Fig. 1: run 1, met1 routing
Bar = 50 um. Supply wires on this layer in grey.
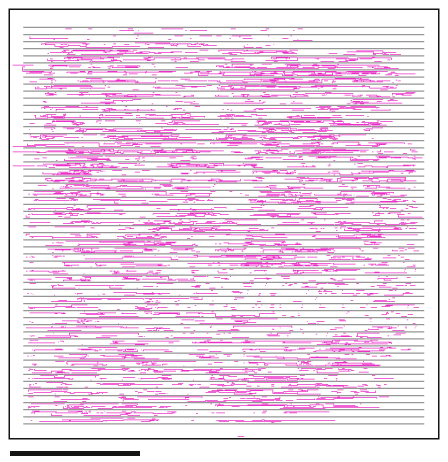
Fig. 2: run 1, M3 wires
Bar = 50 um. Cells faint in the background.
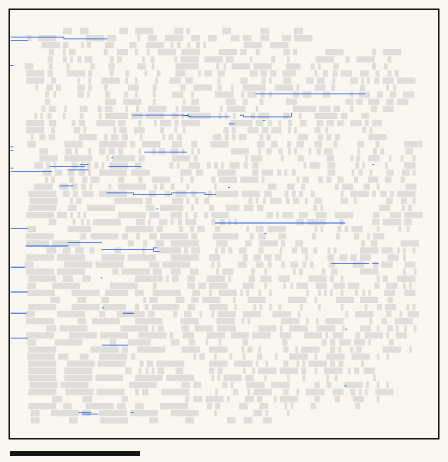
Fig. 3: run 1, logic cells by family
Bar = 50 um.
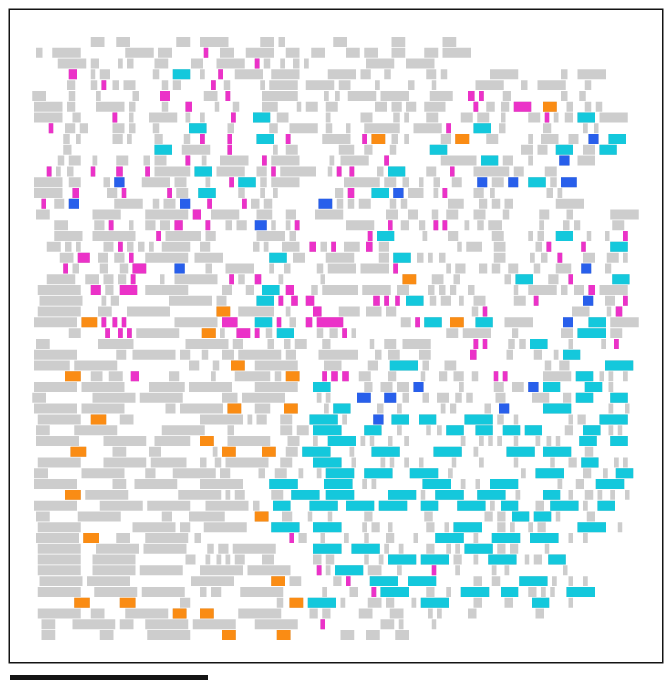
==> config.mk <==
export PLATFORM = sky130hd
export DESIGN_NAME = fc_layer_seq
export DESIGN_NICKNAME = d
export VERILOG_FILES = /design/src/rtl/fc_layer_seq.sv
export SDC_FILE = /design/constraint.sdc
export NUM_CORES = 1
export LEC_CHECK = 0
export CELL_PAD_IN_SITES_DETAIL_PLACEMENT = 1
export CELL_PAD_IN_SITES_GLOBAL_PLACEMENT = 2
export CORE_MARGIN = 5
export CORE_UTILIZATION = 41
export CTS_CLUSTER_DIAMETER = 30
export DETAILED_ROUTE_END_ITERATION = 10
export GPL_TIMING_DRIVEN = 0
export PLACE_DENSITY_LB_ADDON = 0.1
export REMOVE_ABC_BUFFERS = 1
export SYNTH_ARGS = -nofsm -noshare
export SYNTH_HDL_FRONTEND = slang
export SYNTH_SLANG_ARGS = --single-unit
==> constraint.sdc <==
create_clock -name clk -period 10.6 [get_ports clk]
set_input_delay 2.12 -clock clk [delete_from_list [all_inputs] [get_ports clk]]
set_output_delay 2.12 -clock clk [all_outputs]
set_load 0.02 [all_outputs]
==> summary.txt, run 1 <==
Synthesis area per yosys: 9783 sq um
Multi-input combinational cell area: 5645 sq um
Minimum setup slack among reg-to-reg paths: 870 ps
Most common cell in the netlist: sky130_fd_sc_hd__inv_1
Core Footprint: 23470 sq um
Fmax: 0.1028 GHz
Maximum vdd ir drop: 197.8 uV
Grt peak-use layer: met2
Number of synthesized flops with an enable pin: 80
Flip-flop and latch count after synthesis: 140
Aoi/oai-family share of the synthesized area: 15.28%
Sequential-cell power consumption: 0.585 mW
Worst path arrival time: 9990 ps
Final worst-path setup slack: 873.2 ps
Global-route wire length before repair: 41080 um
Result of the run: completed
Synthesis warning total: 0
Number of clock sinks seen by CTS: 140
Root buffer selected by CTS: sky130_fd_sc_hd__clkbuf_16
Average footprint of a synthesized cell: 9.842 sq um
Most frequent logic cells in the routed design: sky130_fd_sc_hd__inv_1, sky130_fd_sc_hd__nand2_1, sky130_fd_sc_hd__nor2_1
Clk_lat worst skew: 440 ps
I/O pin cnt: 39
Count of final setup violators: 0
Largest incremental delay on the critical path: 590 ps
Internal power consumption: 1.791 mW
TritonCTS clock tree: yes
Number of buffers and inverters on the critical path: 6
Worst slack on hold paths: 464.2 ps
Via density per instance: 5.386
Worst setup slack after placement: 0.2682 ps
Number of signal-net inverters in the final layout: 103
Area share of the largest cell type after synthesis: 24.56%
Headroom to the max-slew limit: 12.71%
Cts bufs inserted: 17
# DRC: 0
Dominant non-sequential cell family after synthesis: adder cells
Setup repair after global routing missed its margin: false
Portion of the post-synthesis area used by sequential elements: 36.83%
## Picture notes: Fig. 1
wire length on this layer = 11500 um
longest straight run = 41.9 um
main direction = horizontal
share of all routed wire = 48%
nets with wire on the layer = 1096
met1 usage in global routing: 25.94%
count of vias placed by the detailed router: 7309
wirelength, routed: 24150 um

## Picture notes: Fig. 2
main direction = horizontal
share of all routed wire = 1.8%
wire length on this layer = 445 um
longest straight run = 49.7 um
nets with wire on the layer = 28
M3 GR Usage: 2.645%

## Picture notes: Fig. 3
cyan -> adder and majority cells  # cells 120, most used ha_1
orange -> multiplexers  # cells 29, most used mux2i_1
blue -> AND-OR and OR-AND gates  # cells 21, most used a21o_1
magenta -> NOR gates  # cells 115, most used nor2_1
most common cell after layout, fill and taps aside: sky130_fd_sc_hd__inv_1
post-layout instance count excluding filler cells: 1357
fraction of standard cell area in multi-input logic: 50.88%

==> run 2: changes to the inputs <==
- CORE_MARGIN: 5 -> 10
- CORE_UTILIZATION: 41 -> 35
==> summary.txt, run 2 <==
Synthesis area per yosys: 9783 sq um
Count of final setup violators: 0
Post-layout instance count excluding filler cells: 1422
Root buffer selected by CTS: sky130_fd_sc_hd__clkbuf_16
Portion of the post-synthesis area used by sequential elements: 36.83%
Grt peak-use layer: met2
Cts bufs inserted: 17
Worst setup slack after placement: -125.5 ps
Number of synthesized flops with an enable pin: 80
Aoi/oai-family share of the synthesized area: 15.28%
Headroom to the max-slew limit: 12.03%
Wirelength, routed: 24750 um
Fmax: 0.1045 GHz
Number of signal-net inverters in the final layout: 103
Average footprint of a synthesized cell: 9.842 sq um
Worst slack on hold paths: 457.9 ps
Result of the run: completed
I/O pin cnt: 39
Multi-input combinational cell area: 5645 sq um
Number of clock sinks seen by CTS: 140
Internal power consumption: 1.751 mW
Fraction of standard cell area in multi-input logic: 50.35%
Fig. 4: run 2, routing congestion map
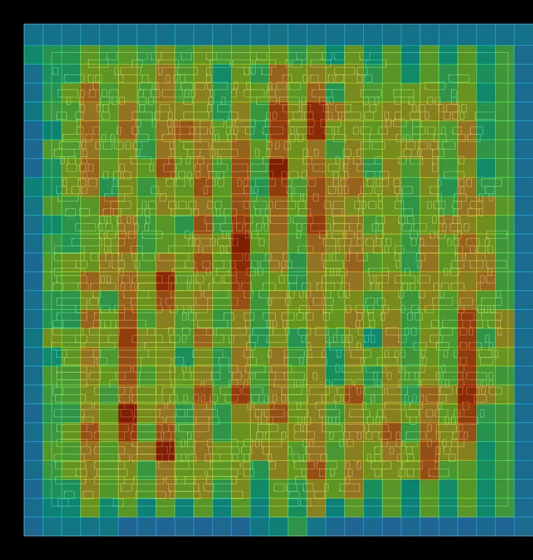
global-route usage over all layers: 14.68%
met2 track demand over resource in global routing: 24.68%
M3 GR Usage: 2.218%

Fig. 5: run 2, layout detail
Bar = 10 um. Window x 120 to 160, y 27 to 67 um. Cells in grey, sequential cells in the stronger grey; small squares are vias.
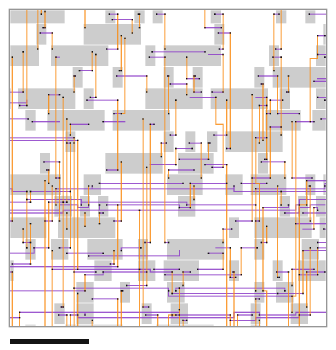
orange -> metal 2
purple -> metal 1
sequential cells in the window = 0
most frequent = inv_1 (33), fa_1 (18), and2_1 (16)
cells with their middle in the window = 83

Power is estimated from default activity; no workload was simulated.
